Figure 1. Wire density map (run 1).
13 x 23 tiles, from dark purple (low) to yellow (high), scaled to the fullest tile. Values are wire area over tile area, all layers added.
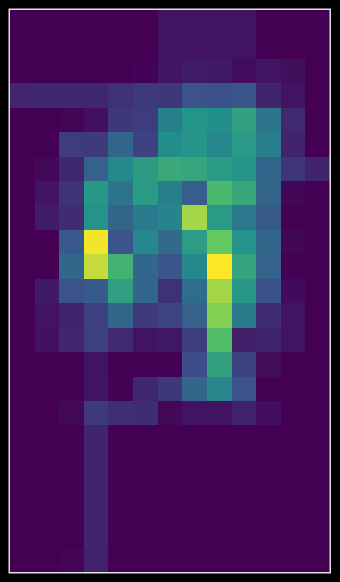
Figure 2. Clock wiring as the flow saved it (run 1).
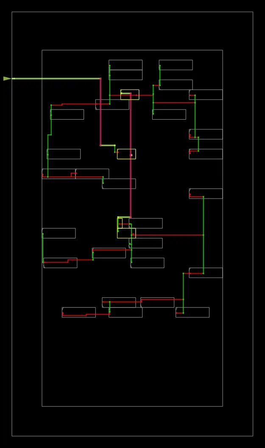
Figure 3. Sequential cells grouped by signal name (run 1).
Bar = 20 µm.
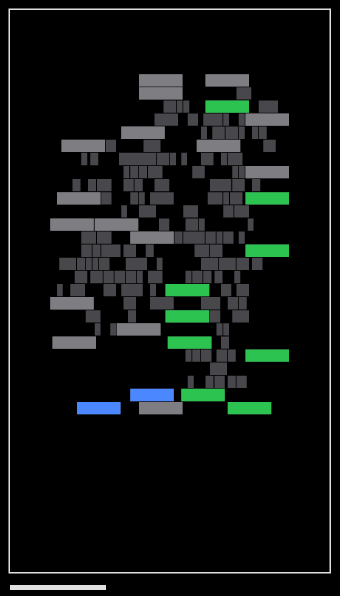
===== src/rtl/pwm_pkg.sv =====
// Shared PWM link definitions: duty codes and the duty high-time table.
// The PWM generator and the decoder both derive their numbers from here,
// so the duty table exists in one place only.
package pwm_pkg;

  typedef enum logic [1:0] {
    DUTY_0   = 2'd0,
    DUTY_75  = 2'd1,
    DUTY_875 = 2'd2,
    DUTY_99  = 2'd3
  } duty_e;

  typedef enum logic {
    ST_IDLE    = 1'b0,
    ST_MEASURE = 1'b1
  } dec_state_e;

  // High time in clocks for a duty code at period n (integer division).
  function automatic int duty_high(input duty_e code, input int n);
    case (code)
      DUTY_0:   return 0;
      DUTY_75:  return n * 75 / 100;
      DUTY_875: return n * 875 / 1000;
      default:  return n * 99 / 100;
    endcase
  endfunction

endpackage


===== src/rtl/sync_edge_det.sv =====
// Multi-flop synchroniser for an asynchronous input, plus rise/fall pulses
// derived from the synchronised level. Reusable for any async input.
module sync_edge_det #(
  parameter int STAGES = 2
) (
  input  logic clk,
  input  logic rst_n,
  input  logic i_async,
  output logic o_sync,
  output logic o_rise,
  output logic o_fall
);

  logic [STAGES-1:0] r_sync;
  logic              r_dly;

  // Shift the async input through the synchroniser chain; keep one extra
  // delayed copy of the synchronised level for edge detection.
  always_ff @(posedge clk or negedge rst_n) begin
    if (!rst_n) begin
      r_sync <= '0;
      r_dly  <= 1'b0;
    end else begin
      r_sync[0] <= i_async;
      for (int i = 1; i < STAGES; i++) begin
        r_sync[i] <= r_sync[i-1];
      end
      r_dly <= r_sync[STAGES-1];
    end
  end

  assign o_sync = r_sync[STAGES-1];
  assign o_rise = o_sync & ~r_dly;
  assign o_fall = ~o_sync & r_dly;

endmodule


===== src/rtl/pwm_duty_decoder.sv =====
// PWM receive decoder: measures period and high time between rising edges
// of the synchronised input, classifies the high time into a duty code,
// and flags out-of-tolerance periods and stuck-high inputs.
//
// state      | meaning
// -----------+------------------------------------------------------------
// ST_IDLE    | no period open; watchdog counts low time for code-0 timeout
// ST_MEASURE | period open since last rise; counting period and high time
module pwm_duty_decoder #(
  parameter int N           = 256,
  parameter int TOL         = 4,
  parameter int SYNC_STAGES = 2
) (
  input  logic       clk,
  input  logic       reset,
  input  logic       pwm_in,
  output logic [1:0] duty_cycle,
  output logic       duty_valid,
  output logic       locked,
  output logic       period_err
);
  import pwm_pkg::*;

  localparam int CW = $clog2(2 * N);
  localparam int H1 = duty_high(DUTY_75, N);
  localparam int H2 = duty_high(DUTY_875, N);
  localparam int H3 = duty_high(DUTY_99, N);

  localparam logic [CW-1:0] T1      = CW'(H1 / 2);
  localparam logic [CW-1:0] T2      = CW'((H1 + H2) / 2);
  localparam logic [CW-1:0] T3      = CW'((H2 + H3) / 2);
  localparam logic [CW-1:0] CNT_MAX = CW'(2 * N - 1);
  // Timeout fires on the cycle whose increment would reach 2N-1, so that
  // with a restart at 0 the code-0 report repeats every 2N-1 cycles.
  localparam logic [CW-1:0] CNT_TO  = CW'(2 * N - 2);
  localparam logic [CW-1:0] P_MIN   = CW'(N - TOL);
  localparam logic [CW-1:0] P_MAX   = CW'(N + TOL);
  localparam logic [CW-1:0] CNT_ONE = CW'(1);

  function automatic duty_e classify(input logic [CW-1:0] high);
    if (high < T1) return DUTY_0;
    if (high < T2) return DUTY_75;
    if (high < T3) return DUTY_875;
    return DUTY_99;
  endfunction

  logic w_pwm_s;
  logic w_rise;
  logic w_fall;
  logic w_unused_fall;

  sync_edge_det #(
    .STAGES (SYNC_STAGES)
  ) u_sync (
    .clk     (clk),
    .rst_n   (reset),
    .i_async (pwm_in),
    .o_sync  (w_pwm_s),
    .o_rise  (w_rise),
    .o_fall  (w_fall)
  );

  // Falling edges carry no information for duty decoding.
  assign w_unused_fall = w_fall;

  dec_state_e    r_state;
  logic [CW-1:0] r_period_cnt;
  logic [CW-1:0] r_high_cnt;
  duty_e         r_duty;
  logic          r_valid;
  logic          r_locked;
  logic          r_err;

  dec_state_e    w_state_nxt;
  logic [CW-1:0] w_period_nxt;
  logic [CW-1:0] w_high_nxt;
  duty_e         w_duty_nxt;
  logic          w_valid_nxt;
  logic          w_locked_nxt;
  logic          w_err_nxt;

  logic [CW-1:0] w_period_inc;
  logic [CW-1:0] w_high_inc;
  logic          w_timeout;
  logic          w_period_ok;

  assign w_period_inc = (r_period_cnt == CNT_MAX) ? r_period_cnt : r_period_cnt + CNT_ONE;
  assign w_high_inc   = (r_high_cnt == CNT_MAX) ? r_high_cnt : r_high_cnt + CNT_ONE;
  assign w_timeout    = (r_period_cnt >= CNT_TO);
  assign w_period_ok  = (r_period_cnt >= P_MIN) && (r_period_cnt <= P_MAX);

  // Next-state, counter and output decision; a rise always takes priority
  // over a coincident timeout.
  always_comb begin
    w_state_nxt  = r_state;
    w_period_nxt = r_period_cnt;
    w_high_nxt   = r_high_cnt;
    w_duty_nxt   = r_duty;
    w_valid_nxt  = 1'b0;
    w_locked_nxt = r_locked;
    w_err_nxt    = 1'b0;

    case (r_state)
      ST_IDLE: begin
        w_high_nxt = '0;
        if (w_rise) begin
          w_state_nxt  = ST_MEASURE;
          w_period_nxt = CNT_ONE;
          w_high_nxt   = CNT_ONE;
        end else if (w_pwm_s) begin
          w_period_nxt = '0;
        end else if (w_timeout) begin
          w_duty_nxt   = DUTY_0;
          w_valid_nxt  = 1'b1;
          w_locked_nxt = 1'b1;
          w_period_nxt = '0;
        end else begin
          w_period_nxt = w_period_inc;
        end
      end

      ST_MEASURE: begin
        if (w_rise) begin
          w_period_nxt = CNT_ONE;
          w_high_nxt   = CNT_ONE;
          if (w_period_ok) begin
            w_duty_nxt   = classify(r_high_cnt);
            w_valid_nxt  = 1'b1;
            w_locked_nxt = 1'b1;
          end else begin
            w_err_nxt    = 1'b1;
            w_locked_nxt = 1'b0;
          end
        end else if (w_timeout) begin
          w_state_nxt  = ST_IDLE;
          w_period_nxt = '0;
          w_high_nxt   = '0;
          if (w_pwm_s) begin
            w_err_nxt    = 1'b1;
            w_locked_nxt = 1'b0;
          end else begin
            w_duty_nxt   = DUTY_0;
            w_valid_nxt  = 1'b1;
            w_locked_nxt = 1'b1;
          end
        end else begin
          w_period_nxt = w_period_inc;
          if (w_pwm_s) begin
            w_high_nxt = w_high_inc;
          end
        end
      end

      default: begin
        w_state_nxt  = ST_IDLE;
        w_period_nxt = '0;
        w_high_nxt   = '0;
      end
    endcase
  end

  // State, counters and registered outputs.
  always_ff @(posedge clk or negedge reset) begin
    if (!reset) begin
      r_state      <= ST_IDLE;
      r_period_cnt <= '0;
      r_high_cnt   <= '0;
      r_duty       <= DUTY_0;
      r_valid      <= 1'b0;
      r_locked     <= 1'b0;
      r_err        <= 1'b0;
    end else begin
      r_state      <= w_state_nxt;
      r_period_cnt <= w_period_nxt;
      r_high_cnt   <= w_high_nxt;
      r_duty       <= w_duty_nxt;
      r_valid      <= w_valid_nxt;
      r_locked     <= w_locked_nxt;
      r_err        <= w_err_nxt;
    end
  end

  assign duty_cycle = r_duty;
  assign duty_valid = r_valid;
  assign locked     = r_locked;
  assign period_err = r_err;

endmodule

===== config.mk =====
export PLATFORM = sky130hd
export DESIGN_NAME = pwm_duty_decoder
export DESIGN_NICKNAME = d
export VERILOG_FILES = /design/src/rtl/pwm_pkg.sv /design/src/rtl/sync_edge_det.sv /design/src/rtl/pwm_duty_decoder.sv
export SDC_FILE = /design/constraint.sdc
export NUM_CORES = 1
export LEC_CHECK = 0
export CAP_MARGIN = 20
export CORE_ASPECT_RATIO = 2
export CORE_MARGIN = 8
export CORE_UTILIZATION = 30
export CTS_BUF_LIST = sky130_fd_sc_hd__clkbuf_8
export CTS_CLUSTER_SIZE = 14
export DETAILED_ROUTE_END_ITERATION = 8
export DONT_BUFFER_PORTS = 1
export PLACE_DENSITY = 0.56
export SLEW_MARGIN = 10
export SYNTH_ARGS = -nofsm -noshare
export SYNTH_HDL_FRONTEND = slang
export SYNTH_SLANG_ARGS = --single-unit

===== constraint.sdc =====
create_clock -name clk -period 6.5 [get_ports clk]
set_clock_uncertainty 0.1 [all_clocks]
set_input_delay 1.95 -clock clk [delete_from_list [all_inputs] [get_ports clk]]
set_output_delay 1.95 -clock clk [all_outputs]
set_load 0.01 [all_outputs]

==> flow_summary_export.csv, run 1 <==
group,metric,value,unit
synth,synth.most_common_cell,"dfrtp_1",
finish,design.seq.count,27,
global_routing,grt_pass1_wl,5.844,mm
outcome,outcome,"completed",
sta,rsz0062_at_grt,"no",
finish,inverters,6,
synth,syn_area,1518,µm²
finish,regArea,675.6,µm²
worst_setup_path,crit_required,4.45,ns
finish,lay_top_count,"dfrtp_1",
global_routing,antenna_found_initial,0,
worst_setup_path,endpoint_kind,"primary output",
worst_setup_path,arrival,0.71,ns
synth,avgSynthCellArea,9.606,µm²
power,p_leak,0.6726,nW
detailed_routing,first_pass_iters,5,
finish,nNonClkBuffers,0,
synth,ys_cells,158,
sta,finalCritPeriodShare,42.39,%
synth,synth_seq_share,44.52,%
worst_setup_path,path_max_fanout,3,
die,die_x,66.30,µm
clock_tree,htree_levels,1,
clock_tree,hold_buffers,0,
detailed_routing,ant_nets,0,
placed_design,gp_congestion,0.7833,
detailed_routing,via_per_inst,5.636,
finish,fill_cells,502,
die,pin_count,8,
synth,yosysWarnings,0,
detailed_routing,drt_iter0_drc,80,
worst_setup_path,reg2reg_from,"r_high_cnt[1]",
power,total_power,386.1,µW
die,die_height,116.6,µm
sta,max_freq,362.9,MHz
synth,edf_count,0,
clock_tree,clockRootBuffer,"clkbuf_8",
placed_design,place.port_buffers,0,
finish,drive_gt1_share,7.643,%
clock_tree,cts_setup_buffers,0,
finish,nClkBuffers,3,
worst_setup_path,cp.depth,0,
finish,comb_cells,120,
synth,yosys-stat-area,1518,µm²
## Picture notes: Figure 1
nearly empty tiles	49%
mean over tiles	0.070
tiles over half the peak	10%
densest ninth of the die	centre

## Picture notes: Figure 2
Worst-Skew Late Latency: 0.28 ns
CTS Sinks: 27

## Picture notes: Figure 3
colour	signal	sequential cells
green	r_high_cnt	9
blue	u_sync.r_sync	2
not coloured	16

## run 1: worst max-delay path by stage
stage / slack [ns] / end / start
2_1_floorplan: 4.06 / locked / locked
4_1_cts: 3.73 / locked / locked
6_report: 3.74 / locked / locked
5_1_grt: 3.71 / locked / locked
3_5_place_dp: 4.04 / locked / locked
3_3_place_gp: 4.04 / locked / locked
## run 1: metal layers
metal	vias to the layer above	track usage, %	part of all wire (%)
li1	576	-	-
met1	593	9.184	39
met2	24	18.47	56
met3	13	1.153	2.0
met4	0	5.308	3.4
met5	-	0	0
## run 1: through the flow
step / instances / setup slack [ns] / instance area (µm²) / util, % / hold WS (ns)
2_1_floorplan: 158 / 4.056 / 1518 / - / 0.2312
3_3_place_gp: 210 / 4.041 / 1567 / 32.20 / 0.2368
3_5_place_dp: 210 / 4.042 / 1567 / 32.20 / 0.2419
4_1_cts: 214 / 3.730 / 1612 / 33.13 / 0.2645
5_1_grt: 214 / 3.713 / 1612 / 33.13 / 0.2796
6_report: 214 / 3.745 / 1612 / 33.13 / 0.2645
## run 1: power by group through the flow
stage / registers, mW / clock network (mW) / logic [mW]
after floorplan: 0.211 / 0 / 0.0616
after global placement: 0.220 / 0 / 0.0702
after detailed placement: 0.221 / 0 / 0.0718
after CTS: 0.218 / 0.0994 / 0.0728
after global routing: 0.222 / 0.107 / 0.0794
final: 0.218 / 0.0961 / 0.0723
## run 1: logic make-up (layout without fill, tap and decap cells)
family,Yosys count,count (layout),synth area share (%)
simple gates,69,69,26.05
compound gates,39,39,17.89
flops,27,27,44.52
buf+inv,11,10,2.968
mux,5,5,3.545
fa+ha+maj,4,4,3.298
xor+xnor,3,3,1.732
Figure 4. Cell density map (run 1).
Bar = 20 µm. 7 x 12 tiles, from dark purple (low) to yellow (high), 0 to 100% covered.
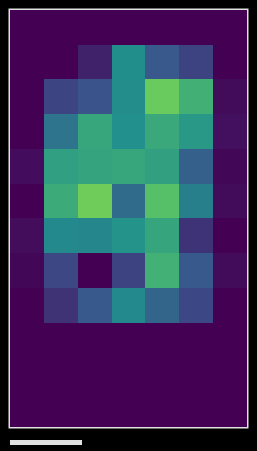

==> run 1 -> run 2 <==
- clock period: 6.5 -> 2.6 ns (I/O delays scaled with it)
Figure 5. Cell density map (run 2).
Bar = 20 µm. 7 x 12 tiles, from dark purple (low) to yellow (high), 0 to 100% covered.
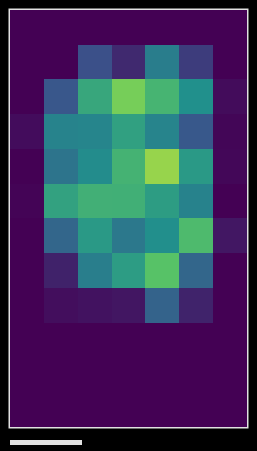
emptiest ninth of the die	lower left
mean over tiles	20%
densest ninth of the die	centre
tiles over 75% full	2.4%
nearly empty tiles	50%
Util after Layout: 33.62%
area of the core: 4865 µm²
floorplan utilization: 31.20%

Figure 6. Sequential cells grouped by signal name (run 2).
Bar = 20 µm.
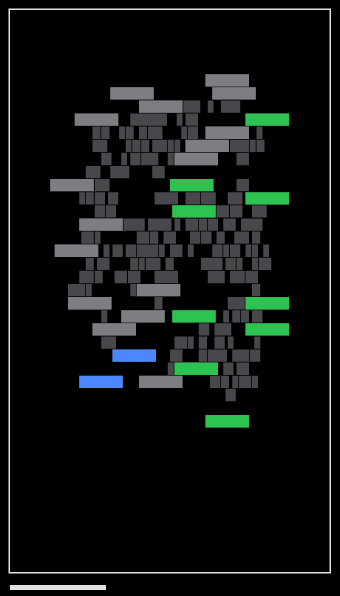
colour	signal	sequential cells
green	r_high_cnt	9
blue	u_sync.r_sync	2
not coloured	16
flop share of the area: 41.32%
Sequential Power: 542 µW

==> run 2 against run 1 <==
  * Non-clock buffer count grew 3
  * Global-route usage grew 0.41 points
  * Clock power grew 140%
  * Combinational power grew to 2.6 times the previous value
  * Area after synthesis is the same
  * Critical path type is now flip-flop to flip-flop
==> flow_summary_export.csv, run 2 <==
group,metric,value,unit
outcome,outcome,"completed",
worst_setup_path,crit_required,2.69,ns
detailed_routing,first_pass_iters,4,
synth,syn_area,1518,µm²
worst_setup_path,endpoint_kind,"flip-flop",
global_routing,grt_util_met1,9.663,%
placed_design,gp_congestion,0.7911,
detailed_routing,routed.top_layer,"met4",
global_routing,met2_usage,19.38,%
finish,lay_top_count,"dfrtp_1",
worst_setup_path,endpoint,"r_high_cnt[7]",
finish,regArea,675.6,µm²
power,total_power,964.9,µW
synth,edf_count,0,
synth,synth_seq_share,44.52,%
detailed_routing,via_per_inst,5.770,
die,die_height,116.6,µm
sta,rsz0062_at_grt,"no",
detailed_routing,dr_wl_met3,111,µm
worst_setup_path,reg2reg_from,"r_high_cnt[0]",
global_routing,busiest_layer,"met2",
detailed_routing,m1WireLength,1.365,mm
clock_tree,clock_sinks,27,
synth,yosysWarnings,0,
global_routing,grt_pass1_wl,6.141,mm
die,pin_count,8,
finish,fill_cells,510,
clock_tree,clkLatencyLatePin,0.27,ns
clock_tree,clockRootBuffer,"clkbuf_8",
sta,max_freq,409.9,MHz
synth,synth.most_common_cell,"dfrtp_1",
synth,avgSynthCellArea,9.606,µm²
worst_setup_path,arrival,2.53,ns
detailed_routing,wl_met2,2.061,mm
synth,yosys-stat-area,1518,µm²
finish,drive_gt1_share,10.00,%
clock_tree,htree_levels,1,
power,power_leader,"registers",
-- run 2: cell counts after synthesis --
No cell type changed its count.
-- run 2: logic make-up after synthesis --
family                   after synthesis  share of synthesized area (%)
buffers and inverters                 11                          2.968
multiplexers                           5                          3.545
AND-OR/OR-AND                         39                          17.89
flip-flops                            27                          44.52
adder cells (fa/ha/maj)                4                          3.298
AND/OR/NAND/NOR                       69                          26.05
XOR/XNOR                               3                          1.732
-- run 2: worst max-delay path, stage by stage, from the launching register on --
cell,delay (ns)
dfrtp_1,0.42
ha_1,0.24
nand2_1,0.06
or3_1,0.14
nor2_1,0.06
ha_1,0.20
and4b_1,0.31
nand3_2,0.12
or4_1,0.52
a31oi_1,0.19
-- run 2: area by class of cell --
type,instances,share of cell area (%)
Clock buffer,3,2.525
Clock inverter,1,0.3060
Inverter,6,1.377
Multi-Input combinational cell,120,48.74
Sequential cell,27,41.32
Tap cell,57,4.361
Timing Repair Buffer,3,1.377
-- run 2: how the worst min path moves through the flow --
stage / startpoint / to / slack (ns) / cells past startpoint
after floorplan: u_sync.r_sync[0] / u_sync.r_sync[1] / 0.23 / 0
after global placement: u_sync.r_sync[0] / u_sync.r_sync[1] / 0.24 / 0
after detailed placement: u_sync.r_sync[0] / u_sync.r_sync[1] / 0.24 / 0
after CTS: reset / r_period_cnt[6] / 0.09 / 0
after global routing: reset / r_period_cnt[7] / 0.07 / 0
final: reset / u_sync.r_sync[0] / 0.1 / 0
-- run 2: stage by stage --
step           cell area [µm²]  hold WS (ns)  worst slack, ns  std cells
2_1_floorplan             1518        0.2312           0.3323        158
3_3_place_gp              1589        0.2372           0.3191        213
3_5_place_dp              1589        0.2404           0.1943        213
4_1_cts                   1635       0.08614           0.1557        217
5_1_grt                   1635       0.06688          0.03792        217
6_report                  1635       0.09514           0.1607        217
Figure 7. Wire density map (run 2).
13 x 23 tiles, from dark purple (low) to yellow (high), scaled to the fullest tile. Values are wire area over tile area, all layers added.
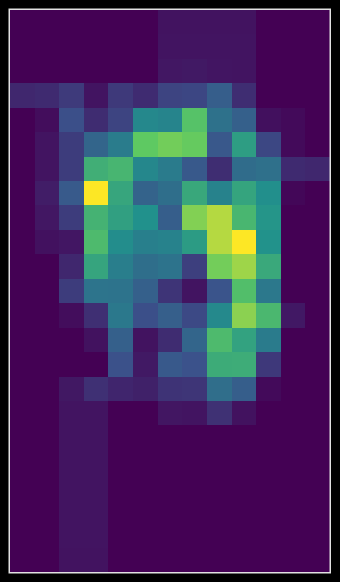

==> run 2 -> run 3 <==
--- a/config.mk
+++ b/config.mk
@@ -6,13 +6,13 @@
 export NUM_CORES = 1
 export LEC_CHECK = 0
-export CAP_MARGIN = 20
+export CAP_MARGIN = 25
 export CORE_ASPECT_RATIO = 2
 export CORE_MARGIN = 8
-export CORE_UTILIZATION = 30
+export CORE_UTILIZATION = 55
 export CTS_BUF_LIST = sky130_fd_sc_hd__clkbuf_8
 export CTS_CLUSTER_SIZE = 14
 export DETAILED_ROUTE_END_ITERATION = 8
 export DONT_BUFFER_PORTS = 1
-export PLACE_DENSITY = 0.56
+export PLACE_DENSITY = 0.82
 export SLEW_MARGIN = 10
 export SYNTH_ARGS = -nofsm -noshare
==> constraint.sdc (replaced) <==
create_clock -name clk -period 2.6 [get_ports clk]
set_clock_uncertainty 0.1 [all_clocks]
set_input_delay 0.78 -clock clk [delete_from_list [all_inputs] [get_ports clk]]
set_output_delay 0.78 -clock clk [all_outputs]
set_load 0.02 [all_outputs]
Figure 8. Wire density map (run 3).
11 x 18 tiles, from dark purple (low) to yellow (high), scaled to the fullest tile. Values are wire area over tile area, all layers added.
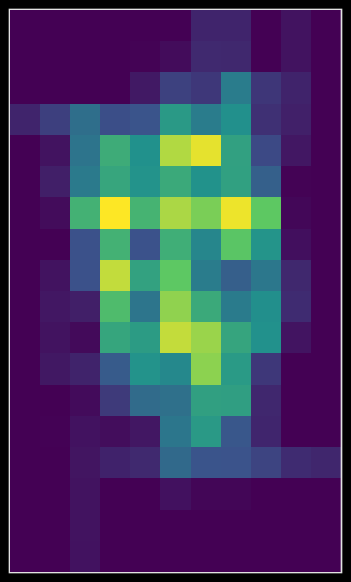
mean over tiles	0.11
emptiest ninth of the die	lower left
fullest tile	0.52
nearly empty tiles	40%
densest ninth of the die	centre
tiles over half the peak	20%

Figure 9. Sequential cells grouped by signal name (run 3).
Bar = 20 µm.
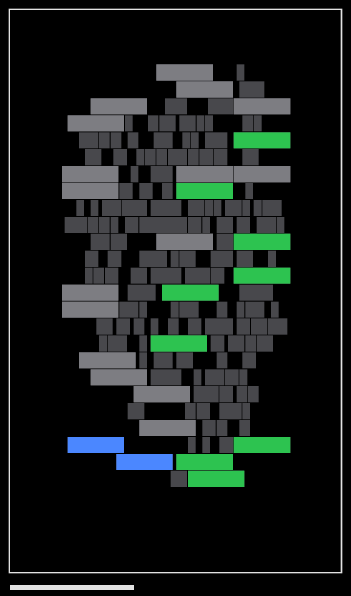
colour	signal	sequential cells
blue	u_sync.r_sync	2
green	r_high_cnt	9

==> run 3 against run 2 <==
  * Count of clock-buffer cells in the layout did not move
  * Setup slack gained 0.026 ns
  * Clock power decreased by 2%
  * First-iteration DRC count decreased by 31%
  * Synthesized cell count is the same
  * Non-clock buffer count down 2
  * Design area shrank 2.9%
  * Highest routed layer unchanged
==> flow_summary_export.csv, run 3 <==
group,metric,value,unit
worst_setup_path,endpoint_kind,"flip-flop",
sta,max_freq,414.4,MHz
clock_tree,clockRootBuffer,"clkbuf_8",
global_routing,grt_pass1_wl,5.464,mm
synth,yosysWarnings,0,
synth,syn_area,1518,µm²
worst_setup_path,arrival,2.51,ns
clock_tree,htree_levels,1,
power,total_power,967.5,µW
worst_setup_path,crit_required,2.70,ns
die,die_height,90.29,µm
worst_setup_path,cp_top_family,"simple AND/OR/NAND/NOR gates",
die,pin_count,8,
clock_tree,clock_sinks,27,
placed_design,placed_cells,183,
die,core-area,2703,µm²
worst_setup_path,critPathSlowestCell,"or4_1",
outcome,outcome,"completed",
placed_design,gp_congestion,0.8768,
synth,synth_seq_share,44.52,%
worst_setup_path,cpPeakStageDelay,0.51,ns
detailed_routing,first_pass_iters,4,
synth,synth.most_common_cell,"dfrtp_1",
finish,regArea,675.6,µm²
## run 3: how the worst max path moves through the flow
stage | to | slack, ns | cells past startpoint
after detailed placement | r_high_cnt[7] | 0.15 | 9
after CTS | r_high_cnt[7] | 0.13 | 9
after floorplan | r_high_cnt[7] | 0.33 | 9
final | r_high_cnt[7] | 0.19 | 9
after global routing | r_high_cnt[7] | 0.01 | 9
after global placement | r_high_cnt[7] | 0.26 | 9
## run 3: kinds of logic after synthesis
family	synth area share, %
AND-OR/OR-AND	17.89
XOR/XNOR	1.732
adder cells (fa/ha/maj)	3.298
buffers and inverters	2.968
flip-flops	44.52
multiplexers	3.545
AND/OR/NAND/NOR	26.05
## run 3: power groups by stage
stage | registers (mW) | logic, mW | clock network [mW]
after floorplan | 0.528 | 0.154 | 0
after global placement | 0.548 | 0.177 | 0
after detailed placement | 0.553 | 0.181 | 0
final | 0.547 | 0.189 | 0.231
after CTS | 0.544 | 0.189 | 0.235
after global routing | 0.555 | 0.210 | 0.247
## run 3: layout make-up
type	count	share of cell area, %
Inverter	6	1.418
Timing Repair Buffer	1	0.4728
Tap cell	29	2.285
Clock inverter	1	0.2364
Clock buffer	3	2.600
Multi-Input combinational cell	120	50.43
Sequential cell	27	42.55
## run 3: per-stage QoR
step	hold WS (ns)	utilization [%]	setup slack, ns	cell area, µm²
6_report	0.09389	58.75	0.1866	1588
3_5_place_dp	0.2364	56.94	0.1526	1539
5_1_grt	0.08334	58.75	0.01167	1588
3_3_place_gp	0.2349	56.94	0.2582	1539
4_1_cts	0.09086	58.61	0.1271	1584
2_1_floorplan	0.2312	-	0.3323	1518
## run 3: metal layers
layer,vias up,routed length [µm],track usage [%]
li1,580,-,-
met1,608,1199,13.73
met2,29,1842,25.20
met3,13,83,1.980
met4,0,159,9.958
met5,-,0,0
Power and IR drop assume default switching activity.
